**Run 1: cell density map**

Bar = 50 um. 13 x 13 tiles, from dark purple (low) to yellow (high), 0 to 100% covered.
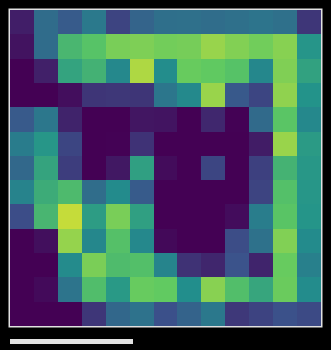
**Run 1: wiring heat map**

25 x 26 tiles, from dark purple (low) to yellow (high), scaled to the fullest tile. Values are wire area over tile area, all layers added.
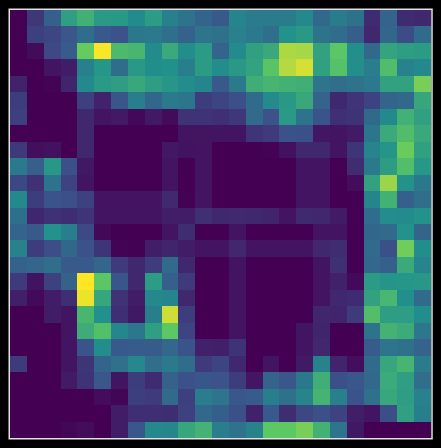
**Run 1: register map, names as in the netlist**

Bar = 50 um. Other sequential cells in the stronger gray, the rest of the logic in the fainter gray.
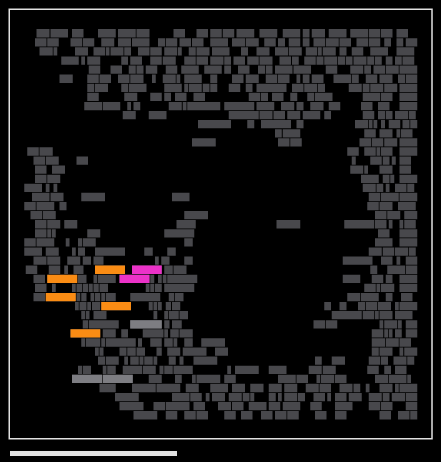
`src/rtl/wb_ram_arbiter.sv`:
```
// Two-master Wishbone arbiter in front of a single wb_ram slave port.
//
// A master owns the slave for its whole Wishbone cycle (cyc held). A tie in
// IDLE goes to the master that was not granted last. An ack watchdog aborts
// a hung cycle and reports err to the owning master.
//
// Ports:
//   clk_i, rst_i                 clock, asynchronous active-high reset
//   mN_cyc_i/stb_i/we_i          master N Wishbone control (N = 0, 1)
//   mN_sel_i/adr_i/dat_i/cti_i   master N byte selects, word address, write data, cycle type
//   mN_dat_o/ack_o/stall_o       slave responses routed to master N
//   mN_err_o                     one-cycle watchdog abort pulse to master N
//   s_cyc_o ... s_cti_o          request towards the slave
//   s_dat_i/ack_i/stall_i        slave responses
module wb_ram_arbiter #(
  parameter int unsigned TIMEOUT_CYCLES = 16,
  parameter int unsigned ADR_WIDTH      = 30
) (
  input  logic                 clk_i,
  input  logic                 rst_i,

  input  logic                 m0_cyc_i,
  input  logic                 m0_stb_i,
  input  logic                 m0_we_i,
  input  logic [3:0]           m0_sel_i,
  input  logic [ADR_WIDTH-1:0] m0_adr_i,
  input  logic [31:0]          m0_dat_i,
  input  logic [2:0]           m0_cti_i,
  output logic [31:0]          m0_dat_o,
  output logic                 m0_ack_o,
  output logic                 m0_stall_o,
  output logic                 m0_err_o,

  input  logic                 m1_cyc_i,
  input  logic                 m1_stb_i,
  input  logic                 m1_we_i,
  input  logic [3:0]           m1_sel_i,
  input  logic [ADR_WIDTH-1:0] m1_adr_i,
  input  logic [31:0]          m1_dat_i,
  input  logic [2:0]           m1_cti_i,
  output logic [31:0]          m1_dat_o,
  output logic                 m1_ack_o,
  output logic                 m1_stall_o,
  output logic                 m1_err_o,

  output logic                 s_cyc_o,
  output logic                 s_stb_o,
  output logic                 s_we_o,
  output logic [3:0]           s_sel_o,
  output logic [ADR_WIDTH-1:0] s_adr_o,
  output logic [31:0]          s_dat_o,
  output logic [2:0]           s_cti_o,
  input  logic [31:0]          s_dat_i,
  input  logic                 s_ack_i,
  input  logic                 s_stall_i
);

  localparam int unsigned DAT_W    = 32;
  localparam int unsigned SEL_W    = 4;
  localparam int unsigned CTI_W    = 3;
  localparam bit          WD_EN    = (TIMEOUT_CYCLES != 0);
  localparam int unsigned CNT_W    = (TIMEOUT_CYCLES > 1) ? $clog2(TIMEOUT_CYCLES + 1) : 1;
  localparam int unsigned CNT_LAST = (TIMEOUT_CYCLES > 0) ? TIMEOUT_CYCLES - 1 : 0;

  typedef enum logic [1:0] {
    IDLE = 2'd0,
    GNT0 = 2'd1,
    GNT1 = 2'd2
  } state_t;

  typedef struct packed {
    logic                 we;
    logic [SEL_W-1:0]     sel;
    logic [ADR_WIDTH-1:0] adr;
    logic [DAT_W-1:0]     dat;
    logic [CTI_W-1:0]     cti;
  } req_t;

  state_t           state, state_nxt;
  logic             last_grant, last_grant_nxt;
  logic [CNT_W-1:0] wd_cnt;
  logic             m0_err_q, m1_err_q;

  req_t             m0_req, m1_req, s_req;
  logic             gnt0, gnt1, granted;
  logic             own_cyc, own_stb;
  logic             abort;
  logic             wd_hit;

  // Bundle each master's payload so the slave mux is a single select.
  assign m0_req = '{we: m0_we_i, sel: m0_sel_i, adr: m0_adr_i, dat: m0_dat_i, cti: m0_cti_i};
  assign m1_req = '{we: m1_we_i, sel: m1_sel_i, adr: m1_adr_i, dat: m1_dat_i, cti: m1_cti_i};

  // Decode of the registered grant and the owning master's control lines.
  assign gnt0    = (state == GNT0);
  assign gnt1    = (state == GNT1);
  assign granted = gnt0 | gnt1;
  assign own_cyc = gnt1 ? m1_cyc_i : m0_cyc_i;
  assign own_stb = gnt1 ? m1_stb_i : m0_stb_i;
  assign abort   = m0_err_q | m1_err_q;

  // The last stalled strobe before the limit arms the abort for the next cycle.
  assign wd_hit = WD_EN && granted && own_cyc && own_stb && !s_ack_i && !abort
                  && (wd_cnt == CNT_W'(CNT_LAST));

  // Grant state and round-robin memory.
  always_ff @(posedge clk_i or posedge rst_i) begin
    if (rst_i) begin
      state      <= IDLE;
      last_grant <= 1'b1;
    end else begin
      state      <= state_nxt;
      last_grant <= last_grant_nxt;
    end
  end

  // Arbitration: ties go to the master not granted last; a grant ends when
  // its owner drops cyc or the watchdog aborts, always passing through IDLE.
  always_comb begin
    state_nxt      = state;
    last_grant_nxt = last_grant;
    unique case (state)
      IDLE: begin
        if (m0_cyc_i && m1_cyc_i) begin
          if (last_grant) begin
            state_nxt      = GNT0;
            last_grant_nxt = 1'b0;
          end else begin
            state_nxt      = GNT1;
            last_grant_nxt = 1'b1;
          end
        end else if (m0_cyc_i) begin
          state_nxt      = GNT0;
          last_grant_nxt = 1'b0;
        end else if (m1_cyc_i) begin
          state_nxt      = GNT1;
          last_grant_nxt = 1'b1;
        end
      end
      GNT0: begin
        if (!m0_cyc_i || m0_err_q) begin
          state_nxt = IDLE;
        end
      end
      GNT1: begin
        if (!m1_cyc_i || m1_err_q) begin
          state_nxt = IDLE;
        end
      end
      default: begin
        state_nxt = IDLE;
      end
    endcase
  end

  // Ack watchdog: counts stalled strobes of the owner; cleared in IDLE and on ack.
  always_ff @(posedge clk_i or posedge rst_i) begin
    if (rst_i) begin
      wd_cnt   <= '0;
      m0_err_q <= 1'b0;
      m1_err_q <= 1'b0;
    end else begin
      if (!granted || s_ack_i) begin
        wd_cnt <= '0;
      end else if (WD_EN && own_stb) begin
        wd_cnt <= wd_cnt + CNT_W'(1);
      end
      m0_err_q <= wd_hit & gnt0;
      m1_err_q <= wd_hit & gnt1;
    end
  end

  // Slave request mux; cyc/stb are withheld in IDLE and in the abort cycle.
  always_comb begin
    s_req   = m0_req;
    s_cyc_o = 1'b0;
    s_stb_o = 1'b0;
    if (gnt1) begin
      s_req = m1_req;
    end
    if (granted && !abort) begin
      s_cyc_o = own_cyc;
      s_stb_o = own_stb;
    end
  end

  assign s_we_o  = s_req.we;
  assign s_sel_o = s_req.sel;
  assign s_adr_o = s_req.adr;
  assign s_dat_o = s_req.dat;
  assign s_cti_o = s_req.cti;

  // Responses reach only the owner; ack is masked once the owner drops cyc.
  assign m0_ack_o   = s_ack_i & gnt0 & m0_cyc_i;
  assign m1_ack_o   = s_ack_i & gnt1 & m1_cyc_i;
  assign m0_stall_o = gnt0 ? s_stall_i : 1'b1;
  assign m1_stall_o = gnt1 ? s_stall_i : 1'b1;
  assign m0_dat_o   = s_dat_i;
  assign m1_dat_o   = s_dat_i;
  assign m0_err_o   = m0_err_q;
  assign m1_err_o   = m1_err_q;

endmodule

```
`config.mk`:
```
export PLATFORM = sky130hd
export DESIGN_NAME = wb_ram_arbiter
export DESIGN_NICKNAME = d
export VERILOG_FILES = /design/src/rtl/wb_ram_arbiter.sv
export SDC_FILE = /design/constraint.sdc
export NUM_CORES = 1
export LEC_CHECK = 0
export ABC_AREA = 1
export CORE_AREA = 4 4 122 124
export DETAILED_ROUTE_END_ITERATION = 10
export DIE_AREA = 0 0 126 128
export HOLD_SLACK_MARGIN = 0.1
export SLEW_MARGIN = 15
export SYNTH_ARGS = -nofsm -noshare
export SYNTH_HDL_FRONTEND = slang
export SYNTH_SLANG_ARGS = --single-unit
```
`constraint.sdc`:
```
create_clock -name clk_i -period 1.2 [get_ports clk_i]
set_input_delay 0.18 -clock clk_i [delete_from_list [all_inputs] [get_ports clk_i]]
set_output_delay 0.18 -clock clk_i [all_outputs]
set_load 0.05 [all_outputs]
```
==> flow_summary.ini, run 1 <==
; implementation run metrics
[sta]
hold_ws_ns = 0.226
setup_violations = 85
fin_skew_ns = 0.00152
layout_setup_ws_ns = -0.547

[setup_path]
crit_path_end = s_dat_o[30]
r2r_start = state[0]$_DFFE_PP0P_

[finish]
final-clk-cell-share_pct = 1.46
flops = 10
inv_count = 20
sh_seq_area_pct = 4.13

[power_and_ir_drop]
power-top-group = combinational cells

[drt]
wl_met2_mm = 6.10
finalWirelength_mm = 11.6

[floorplanning]
die_h_um = 128
fp_util_pct = 14.6

[cts]
cts_resized = 128
clock_path_buffers = 2

[run_status]
violations = negative setup slack
status = finished with violations

[synthesis]
yosys_warnings = 0
## Picture notes: 'cell density map'
- emptiest ninth of the die: center
- tiles over 75% full: 15%
- mean over tiles: 36%
- fullest tile: 91%
Core ar.: 0.0138 mm^2
utilization after layout: 44.2%

## Picture notes: 'wiring heat map'
- densest ninth of the die: upper right
- nearly empty tiles: 23%
- fullest tile: 0.48
routed wire length per instance: 15.3 um
Vias: 3047
total track usage: 11.1%

## Picture notes: 'register map, names as in the netlist'
- magenta: `state` (flops 2)
- orange: `wd_cnt` (flops 5)
- not colored: 3
Flop+latch power: 0.000442 W
register area: 251 um^2

--- run 2 (diff from run 1) ---
--- a/config.mk
+++ b/config.mk
@@ -6,7 +6,7 @@
 export NUM_CORES = 1
 export LEC_CHECK = 0
 export ABC_AREA = 1
-export CORE_AREA = 4 4 122 124
+export CORE_AREA = 2 2 124 126
 export DETAILED_ROUTE_END_ITERATION = 10
 export DIE_AREA = 0 0 126 128
 export HOLD_SLACK_MARGIN = 0.1
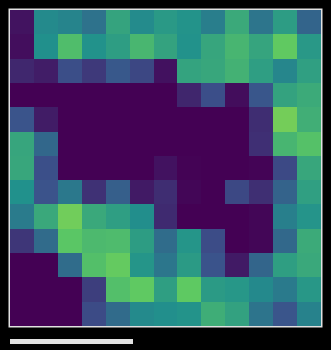
**Above:** run 2 (cell density map).
Bar = 50 um. 13 x 13 tiles, from dark purple (low) to yellow (high), 0 to 100% covered.
- fullest tile: 79%
- nearly empty tiles: 28%
- mean over tiles: 31%
- emptiest ninth of the die: center
- tiles over 75% full: 3.0%
Core ar.: 0.0149 mm^2
fp_density: 13.5%

==> run 2 against run 1 <==
Effect of this change:
- the run still ends with negative setup slack left
- flip-flop count is the same
- core utilization decreased by 8.6 points
- fmax is 3.8% higher
- critical path depth stayed put
- synthesized cell count unchanged
- combinational power down 17%
- final cell count decreased by 0.53%
- via count shrank 6.8%
- global-route usage decreased by 0.19 points
- highest routed layer unchanged
==> flow_summary.ini, run 2 <==
; implementation run metrics
[power_and_ir_drop]
powerSeq_w = 0.000441
comb_power_w = 0.0104
power-top-group = combinational cells

[finish]
sh_seq_area_pct = 4.75
flop_area_um2 = 251
final-clk-cell-share_pct = 1.68
top_register = wd_cnt
flops = 10
inv_count = 20

[run_status]
status = finished with violations
violations = negative setup slack

[global_routing]
grtUsageTotal_pct = 10.9

[sta]
hold_ws_ns = 0.237
setup_violations = 85
fin_skew_ns = 0.00327
layout_setup_ws_ns = -0.484

[cts]
clock_path_buffers = 2
htreeDepth = 1
cts_resized = 99

[setup_path]
crit_path_end = s_dat_o[10]
r2r_start = state[0]$_DFFE_PP0P_

[drt]
wl_met2_mm = 4.89
wire_per_inst_um = 12.9

[synthesis]
yosys_warnings = 0

[floorplanning]
die_h_um = 128
--- run 3 (diff from run 2) ---
--- a/config.mk
+++ b/config.mk
@@ -6,9 +6,9 @@
 export NUM_CORES = 1
 export LEC_CHECK = 0
 export ABC_AREA = 1
-export CORE_AREA = 2 2 124 126
+export CORE_AREA = 2 2 125 127
 export DETAILED_ROUTE_END_ITERATION = 10
-export DIE_AREA = 0 0 126 128
+export DIE_AREA = 0 0 127 129
 export HOLD_SLACK_MARGIN = 0.1
 export SLEW_MARGIN = 15
 export SYNTH_ARGS = -nofsm -noshare
==> constraint.sdc (replaced) <==
create_clock -name clk_i -period 1.65 [get_ports clk_i]
set_input_delay 0.2475 -clock clk_i [delete_from_list [all_inputs] [get_ports clk_i]]
set_output_delay 0.2475 -clock clk_i [all_outputs]
set_load 0.05 [all_outputs]
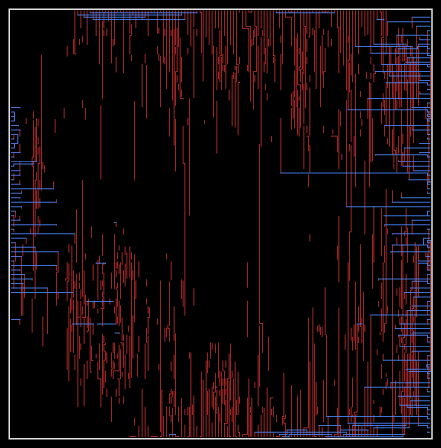
**Above:** run 3 (routed metal, one color a layer).
Two of the layers only.
- blue: metal 3 (wire length 1270 um)
- red: metal 2 (wire length 6340 um)
routed wire length per instance: 17.4 um
total track usage: 13.7%

==> run 3 against run 2 <==
Effect of this change:
- the run still ends with negative setup slack left
- global-route usage is 2.9 points higher
- sequential power is 27% lower
- die size is 1.6% higher
- cell area is 15% higher
- highest routed layer unchanged
- hold slack better by 0.053 ns
- sequential share of layout area is 0.60 points lower
- critical endpoint is now s_adr_o[1]
- first-iteration DRC count is 43% higher
- setup slack better by 0.33 ns
- power is 7.2% lower
- core utilization is 4.9 points higher
- non-clock buffer count is 9 higher
- final cell count is 1.5% higher
==> flow_summary.ini, run 3 <==
; implementation run metrics
[run_status]
status = finished with violations
violations = negative setup slack

[sta]
setup_violations = 73
fin_skew_ns = 0.000868
hold_ws_ns = 0.290
layout_setup_ws_ns = -0.149

[floorplanning]
core_mm2 = 0.0150
die_h_um = 129
chip_area_mm2 = 0.0164
fp_util_pct = 13.4

[setup_path]
max_stage_delay_ns = 0.40
crit_type = reg -> out
crit_chain = ha_4 -> buf_12 -> buf_12 -> clkbuf_16 -> nand2_4 -> nand2_4 -> buf_12
critPathLaunch = state[1]$_DFFE_PP0P_
cp_num_cells = 7
r2r_start = state[1]$_DFFE_PP0P_
crit_path_end = s_adr_o[1]

[finish]
flop_area_um2 = 251
top_register = wd_cnt
inv_count = 22
comb_area_share_pct = 28.1
final-clk-cell-share_pct = 1.46
final_core_util_pct = 40.5
flops = 10

[drt]
wl_met2_mm = 6.34

[synthesis]
synth-edff-count = 0
ff_type = dfrtp_1
synthCells = 385
yosys_warnings = 0

[cts]
postCtsSetupBuffers = 5
htreeDepth = 1
clock_path_buffers = 2
cts_resized = 118

[power_and_ir_drop]
power-top-group = combinational cells
comb_power_w = 0.00988
powerSeq_w = 0.000324
Power is estimated from default activity; no workload was simulated.
